==> config.mk <==
export PLATFORM = sky130hd
export DESIGN_NAME = mem_wb_estagio
export DESIGN_NICKNAME = d
export VERILOG_FILES = /design/src/rtl/mem_wb_pkg.sv /design/src/rtl/reg_scoreboard.sv /design/src/rtl/mem_wb_estagio.sv
export SDC_FILE = /design/constraint.sdc
export NUM_CORES = 1
export LEC_CHECK = 0
export CAP_MARGIN = 5
export CORE_UTILIZATION = 30
export DETAILED_ROUTE_END_ITERATION = 8
export DONT_BUFFER_PORTS = 1
export GPL_TIMING_DRIVEN = 0
export SLEW_MARGIN = 10
export SYNTH_ARGS = -nofsm -noshare
export SYNTH_HDL_FRONTEND = slang
export SYNTH_HIERARCHICAL = 1
export SYNTH_SLANG_ARGS = --single-unit
==> constraint.sdc <==
create_clock -name clock -period 5.1 [get_ports clock]
set_input_delay 1.53 -clock clock [delete_from_list [all_inputs] [get_ports clock]]
set_output_delay 1.53 -clock clock [all_outputs]
set_load 0.03 [all_outputs]
==> src/rtl/mem_wb_pkg.sv <==
// mem_wb_pkg: shared widths and FSM state type for the memory/write-back stage.
package mem_wb_pkg;
    localparam int DADO_W_PAD = 16;
    localparam int REG_W_PAD  = 3;
    typedef enum logic [1:0] {OCIOSO, ESPERA_MD, ESCRITA} estado_t;
endpackage

==> src/rtl/reg_scoreboard.sv <==
// reg_scoreboard: per-register pending-write bits and the decode hazard check.
module reg_scoreboard #(
    parameter int REG_W = 3
) (
    input  logic               clock,
    input  logic               reset_n,
    input  logic               set,
    input  logic [REG_W-1:0]   set_idx,
    input  logic               clr,
    input  logic [REG_W-1:0]   clr_idx,
    input  logic [REG_W-1:0]   sel_a,
    input  logic [REG_W-1:0]   sel_b,
    output logic [2**REG_W-1:0] pendente,
    output logic               hazard
);
    logic [2**REG_W-1:0] pend_q, pend_d;

    always_comb begin
        pend_d = pend_q;
        if (clr) pend_d[clr_idx] = 1'b0;
        if (set) pend_d[set_idx] = 1'b1;
    end

    always_ff @(posedge clock or negedge reset_n) begin
        if (!reset_n) pend_q <= '0;
        else          pend_q <= pend_d;
    end

    assign pendente = pend_q;
    assign hazard   = pend_q[sel_a] | pend_q[sel_b];
endmodule

==> src/rtl/mem_wb_estagio.sv <==
// mem_wb_estagio: memory-access + write-back stage; one op in flight, req/ack data memory,
// single-cycle register write and pending-write scoreboard for decode stalls.
module mem_wb_estagio
    import mem_wb_pkg::*;
#(
    parameter int DADO_W  = DADO_W_PAD,
    parameter int REG_W   = REG_W_PAD,
    parameter int TIMEOUT = 15
) (
    input  logic                clock,
    input  logic                reset_n,
    input  logic                ex_valid,
    output logic                ex_ready,
    input  logic [DADO_W-1:0]   ex_resultado,
    input  logic [DADO_W-1:0]   ex_dado_store,
    input  logic [REG_W-1:0]    ex_dest,
    input  logic                ex_escreve,
    input  logic                ex_le_mem,
    input  logic                ex_escreve_mem,
    output logic                md_req,
    output logic                md_we,
    output logic [DADO_W-1:0]   md_addr,
    output logic [DADO_W-1:0]   md_wdata,
    input  logic                md_ack,
    input  logic [DADO_W-1:0]   md_rdata,
    output logic [DADO_W-1:0]   entrada_ULA,
    output logic [DADO_W-1:0]   entrada_MD,
    output logic                controle,
    output logic                BR_Hab_Escrita,
    output logic [REG_W-1:0]    BR_Sel_E_SA,
    input  logic [REG_W-1:0]    id_sel_a,
    input  logic [REG_W-1:0]    id_sel_b,
    output logic                hazard,
    output logic [2**REG_W-1:0] pendente,
    output logic                erro_md
);
    localparam int CNT_W = $clog2(TIMEOUT + 1);

    estado_t           estado_q, estado_d;
    logic [DADO_W-1:0] res_q, res_d, st_q, st_d, md_q, md_d;
    logic [REG_W-1:0]  dest_q, dest_d;
    logic              esc_q, esc_d, le_q, le_d, we_q, we_d, erro_q, erro_d;
    logic [CNT_W-1:0]  cnt_q, cnt_d;
    logic              pend_set, pend_clr;

    always_comb begin
        estado_d = estado_q;
        res_d    = res_q;
        st_d     = st_q;
        md_d     = md_q;
        dest_d   = dest_q;
        esc_d    = esc_q;
        le_d     = le_q;
        we_d     = we_q;
        erro_d   = erro_q;
        cnt_d    = cnt_q;
        pend_set = 1'b0;
        pend_clr = 1'b0;
        case (estado_q)
            OCIOSO: if (ex_valid) begin
                res_d    = ex_resultado;
                st_d     = ex_dado_store;
                dest_d   = ex_dest;
                esc_d    = ex_escreve;
                le_d     = ex_le_mem;
                we_d     = ex_escreve_mem & ~ex_le_mem;
                cnt_d    = '0;
                pend_set = ex_escreve;
                estado_d = (ex_le_mem | ex_escreve_mem) ? ESPERA_MD :
                           ex_escreve ? ESCRITA : OCIOSO;
            end
            ESPERA_MD: if (md_ack) begin
                md_d     = le_q ? md_rdata : md_q;
                estado_d = (le_q & esc_q) ? ESCRITA : OCIOSO;
                // ops leaving without a write must not leave a stale pending bit
                pend_clr = ~(le_q & esc_q);
            end else if (cnt_q == CNT_W'(TIMEOUT - 1)) begin
                erro_d   = 1'b1;
                pend_clr = 1'b1;
                estado_d = OCIOSO;
            end else begin
                cnt_d = cnt_q + 1'b1;
            end
            ESCRITA: begin
                pend_clr = 1'b1;
                estado_d = OCIOSO;
            end
            default: estado_d = OCIOSO;
        endcase
    end

    always_ff @(posedge clock or negedge reset_n) begin
        if (!reset_n) begin
            estado_q <= OCIOSO;
            res_q    <= '0;
            st_q     <= '0;
            md_q     <= '0;
            dest_q   <= '0;
            esc_q    <= 1'b0;
            le_q     <= 1'b0;
            we_q     <= 1'b0;
            erro_q   <= 1'b0;
            cnt_q    <= '0;
        end else begin
            estado_q <= estado_d;
            res_q    <= res_d;
            st_q     <= st_d;
            md_q     <= md_d;
            dest_q   <= dest_d;
            esc_q    <= esc_d;
            le_q     <= le_d;
            we_q     <= we_d;
            erro_q   <= erro_d;
            cnt_q    <= cnt_d;
        end
    end

    reg_scoreboard #(.REG_W(REG_W)) u_sb (
        .clock   (clock),
        .reset_n (reset_n),
        .set     (pend_set),
        .set_idx (ex_dest),
        .clr     (pend_clr),
        .clr_idx (dest_q),
        .sel_a   (id_sel_a),
        .sel_b   (id_sel_b),
        .pendente(pendente),
        .hazard  (hazard)
    );

    assign ex_ready       = (estado_q == OCIOSO);
    assign md_req         = (estado_q == ESPERA_MD);
    assign md_we          = md_req & we_q;
    assign md_addr        = res_q;
    assign md_wdata       = st_q;
    assign entrada_ULA    = res_q;
    assign entrada_MD     = md_q;
    assign BR_Hab_Escrita = (estado_q == ESCRITA);
    assign BR_Sel_E_SA    = BR_Hab_Escrita ? dest_q : '0;
    assign controle       = BR_Hab_Escrita & le_q;
    assign erro_md        = erro_q;
endmodule
==> results.yml, run 1 <==
# physical design summary
synthesis:
  syn_area_sq_mm: 0.00313
  synth_cells: 235
  synth.most_common_cell: "dfrtp_1"
  syn_avg_cell_area_sq_um: 13.3
  ys_seq_share_pct: 55.2
  ys_chip_area_sq_mm: 0.00313
  yosysTopAreaCellShare_pct: 55.2
  synth.distinct_cells: 29
  flop_cell: "dfrtp_1"
  synth-seq-cells: 69
  synth-edff-count: 0
  fp_nets: 304
  ys_cells: 235
  common_cells: "dfrtp_1, mux2_2, buf_4, o21ai_0, nand2_1"
  synth-compound-area-share_pct: 6.04
  ys_sh_simple_pct: 7.44
  async_reset_ff_share_pct: 100
  yosys_warnings: 6
  synth_adder_area_share_pct: 2.00
critical_path:
  arrival_ns: 2.47
  critPathRequiredTime_ns: 3.57
  cp_num_cells: 3
  cp_top_family: "multiplexers"
  crit-reg2reg-launch: "estado_q[1]$_DFFE_PN0P_"
  crit_chain: "mux4_1 -> mux2i_1 -> nand2_1"
  crit_start: "id_sel_a[2]"
  crit_type: "in -> out"
  setup.worst_path.end_class: "primary output"
  r2r.worst_path.cells: 8
  crit_path_start_kind: "input port"
  ff2ff_setup_slack_ns: 3.05
  critPathSlowestCell: "mux4_1"
  cp_slowest_stage_delay_ns: 0.54
  cp_num_buf_inv: 0
power:
  power.total_mw: 2.80
  power_frac_comb_pct: 29.0
  combinationalPower_uw: 812
  p_int_mw: 1.47
  p_switching_mw: 1.33
  seqPwrFrac_pct: 53.3
  p_leak_nw: 1.52
  vdd_ir_drop_max_uv: 284
  pg_clk_uw: 497
  power.share.switching_pct: 47.4
  p_per_area_mw_per_mm2: 797
  p_clk_share_pct: 17.7
  pg_seq_mw: 1.49
  power-top-group: "registers"
cells_and_area:
  inverters: 8
  drive_gt1_share_pct: 33.5
  num_antenna_cells: 0
  clockBufferCount: 10
  logic_gates: 136
  seq_area_share_pct: 49.1
  buffers: 22
  largest_class: "sequential cells"
  comb_area_sq_mm: 0.00122
  flop_area_sq_mm: 0.00173
  buf_share_pct: 4.41
  fillers: 986
  ff_count: 69
die:
  die_w_microns: 104
  ioPinCount: 146
  die_area_sq_mm: 0.0108
  die_h_microns: 104
  core-area_sq_mm: 0.00995
  n_tap_cell: 133
  core.rowCount: 36
  fp_util_pct: 31.4
cts:
  clock-sinks: 69
  cts_root_buf: "clkbuf_8"
  clock_latency_ns: 0.33
  cts_buffer_depth: 2
  numCtsBuffers: 9
  htreeDepth: 3
  postCtsResizedCells: 0
  postCtsSetupRepairBufs: 0
  cts_tree: "done"
  cts_hold_buf: 0
detailed_routing:
  route.detailed.drc: 0
  met1_length_microns: 2650
  firstDrtPassIters: 4
  drtIter0Drc: 83
  route.antenna.remaining_nets: 0
  highest_layer: "met4"
  wl_met2_microns: 3110
  met3_length_microns: 609
global_routing:
  overflow: 0
  grt_max_degree: 70
  top_usage_layer: "met2"
  grt_pass1_wl_microns: 10200
  grt_pass1_vias: 2022
  use_met2_pct: 20.4
placed_design:
  place_inst: 368
  dp_hpwl_microns: 4730
  place.gp.congestion: 0.777
  dp_slack_ns: 1.09
  placed_area_sq_mm: 0.00329
final_timing:
  setup_tns_ns: 0
  min_period_ns: 4.00
  setup_ws_ns: 1.10
  slew_headroom_pct: 64.7
  fin_crit_sh_pct: 78.4
  setup_viol_count_final: 0
  rsz0062_at_grt: "no"
  skew_ns: 0.00525
  holdWs_ns: 0.480
worst_hold_path:
  min_to: "we_q$_DFFE_PN0P_"
  hp-start: "we_q$_DFFE_PN0P_"
  hold_depth: 2
  min_path_type: "reg -> reg"
job:
  warnings: 29
  drv_cap: 0
run_status:
  status: "finished, final reports clean"
Figure 1. The metal 3 layer (run 1).
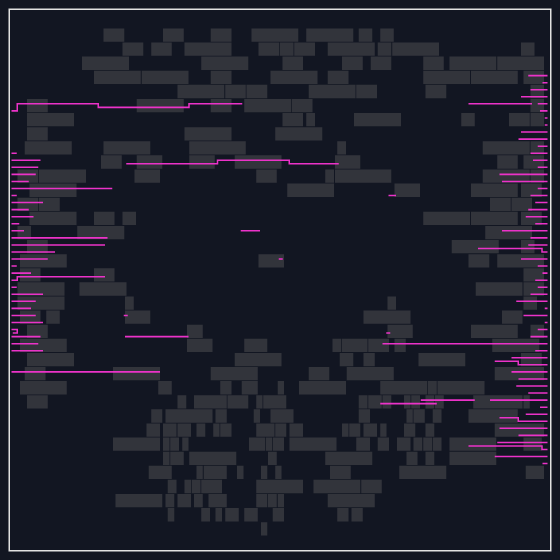
The layer holds 9.4% of the routed length. The layer carries 609 microns of wire. 89 nets have wire on it. The longest straight run is 31.5 microns. The wires run mostly horizontal.
Total Routed Length: 6470 microns
met3 usage: 4.82%
via count: 1916

Figure 2. Gate-type map (run 1).
Bar = 20 microns.
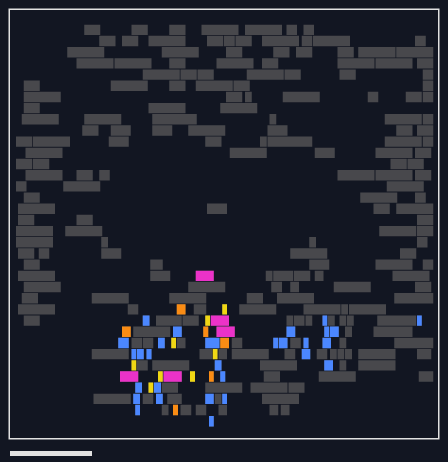
Key: magenta = adder and majority cells [cells 5, most used ha_1, where south]; orange = NOR gates [cells 6, most used nor2_1, where south]; yellow = inverters [cells 8, most used inv_1, where south]; blue = NAND gates [cells 29, most used nand2_1]
Top cell excl fill/tap: dfrtp_1
final instance count without filler cells: 384
Comb/total area: 34.6%

Figure 3. Congestion heat map (run 1).
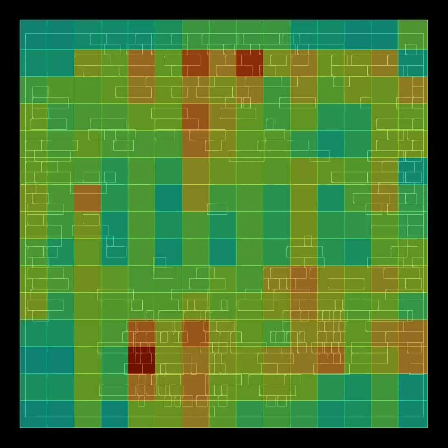
GRT Total Usage: 12.2%
met1 Use GR: 13.7%
Final Util: 35.3%
wire length per cell: 16.8 microns

==> run 1 -> run 2 <==
==> constraint.sdc (replaced) <==
create_clock -name clock -period 4.1 [get_ports clock]
set_input_delay 1.23 -clock clock [delete_from_list [all_inputs] [get_ports clock]]
set_output_delay 1.23 -clock clock [all_outputs]
set_load 0.03 [all_outputs]
==> run 2 against run 1 <==
  * Design area unchanged
  * Via count unchanged
  * Clock power increased by 24%
  * Critical path depth unchanged
  * Synthesized cell count unchanged
  * Register-to-register slack got worse by 1.0 ns
  * Non-clock buffer count unchanged
  * Worst hold slack unchanged
  * Flip-flop count unchanged
  * Critical endpoint unchanged
==> results.yml, run 2 <==
# physical design summary
power:
  power.total_mw: 3.49
  p_int_mw: 1.83
  power-top-group: "registers"
  seqPwrFrac_pct: 53.3
  power_frac_comb_pct: 29.0
  pg_seq_mw: 1.86
  p_leak_nw: 1.52
  vdd_ir_drop_max_uv: 353
  combinationalPower_mw: 1.01
detailed_routing:
  firstDrtPassIters: 4
  wire_per_inst_microns: 16.8
  route.detailed.drc: 0
  highest_layer: "met4"
  met3_length_microns: 609
  met1_length_microns: 2650
  drtIter0Drc: 83
worst_hold_path:
  min_path_type: "reg -> reg"
  hp-start: "we_q$_DFFE_PN0P_"
  min_to: "we_q$_DFFE_PN0P_"
  hold_depth: 2
run_status:
  status: "finished, final reports clean"
cts:
  numCtsBuffers: 9
  cts_tree: "done"
  cts_buffer_depth: 2
  postCtsResizedCells: 0
  cts_root_buf: "clkbuf_8"
  cts_hold_buf: 0
  clock-sinks: 69
  htreeDepth: 3
global_routing:
  overflow: 0
  use_met3_pct: 4.82
  grt_util_all_layers_pct: 12.2
  grt_max_degree: 70
  grt_pass1_wl_microns: 10200
  use_met2_pct: 20.4
  use_met1_pct: 13.7
  grt_pass1_vias: 2022
synthesis:
  synth.most_common_cell: "dfrtp_1"
  yosys_warnings: 6
  ys_sh_simple_pct: 7.44
  synth-edff-count: 0
  async_reset_ff_share_pct: 100
  synth_adder_area_share_pct: 2.00
  synth-seq-cells: 69
  yosysTopAreaCellShare_pct: 55.2
  syn_avg_cell_area_sq_um: 13.3
  fp_nets: 304
  synth_cells: 235
  ys_cells: 235
  synth-compound-area-share_pct: 6.04
  ys_chip_area_sq_mm: 0.00313
  common_cells: "dfrtp_1, mux2_2, buf_4, o21ai_0, nand2_1"
  flop_cell: "dfrtp_1"
  syn_area_sq_mm: 0.00313
  ys_seq_share_pct: 55.2
critical_path:
  critPathRequiredTime_ns: 2.87
  crit_start: "id_sel_a[2]"
  crit_type: "in -> out"
  crit-reg2reg-launch: "estado_q[1]$_DFFE_PN0P_"
  r2r.worst_path.cells: 8
  cp_num_cells: 3
  ff2ff_setup_slack_ns: 2.05
  cp_num_buf_inv: 0
  cp_slowest_stage_delay_ns: 0.54
  setup.worst_path.end_class: "primary output"
  critPathSlowestCell: "mux4_1"
  crit_path_start_kind: "input port"
  arrival_ns: 2.17
  crit_chain: "mux4_1 -> mux2i_1 -> nand2_1"
cells_and_area:
  largest_class: "sequential cells"
  final_common_cell: "dfrtp_1"
  fin_util_pct: 35.3
  inverters: 8
  clockBufferCount: 10
  instances_no_fill: 384
  fillers: 986
  seq_area_share_pct: 49.1
  num_antenna_cells: 0
  ff_count: 69
  comb_share_pct: 34.6
job:
  warnings: 29
  drv_cap: 0
die:
  fp_util_pct: 31.4
  ioPinCount: 146
  n_tap_cell: 133
  core.rowCount: 36
  core-area_sq_mm: 0.00995
  die_w_microns: 104
  die_h_microns: 104
placed_design:
  place_inst: 368
  placed_area_sq_mm: 0.00329
  place.gp.congestion: 0.777
final_timing:
  setup_tns_ns: 0
  rsz0062_at_grt: "no"
  min_period_ns: 3.40
  holdWs_ns: 0.480
  fin_crit_sh_pct: 82.9
  slew_headroom_pct: 64.7
Figure 4. Routed clock nets over the placement (run 2).
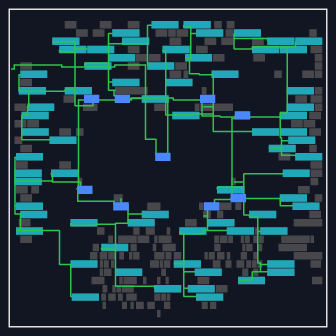
Key: blue = cells driving clock nets [count 9]; green = clock wires [length 954 microns]; cyan = flip-flops [count 69]
There are 10 routed clock nets.
Clock Skew: 0.00525 ns
Clk. pwr: 618 uW
clk_lat worst skew: 0.33 ns
Clock power frac: 17.7%

Figure 5. Cell sizes after repair (run 2).
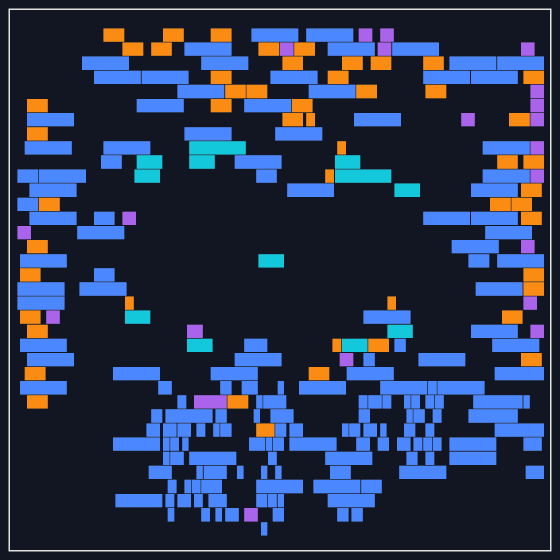
Key: cyan = drive 6 and up [cells 12, share 4.8%]; purple = drive 3 to 4 [cells 21, share 8.4%]; blue = drive 1 or less [cells 167, share 67%]; orange = drive 2 [cells 51, share 20%]
Final WS setup: 0.701 ns
buffers outside the clock class: 22
fin area: 0.00352 sq mm
Layout area overhead: 12.5%

No activity file was given, so power comes from the tool's default toggle rates.
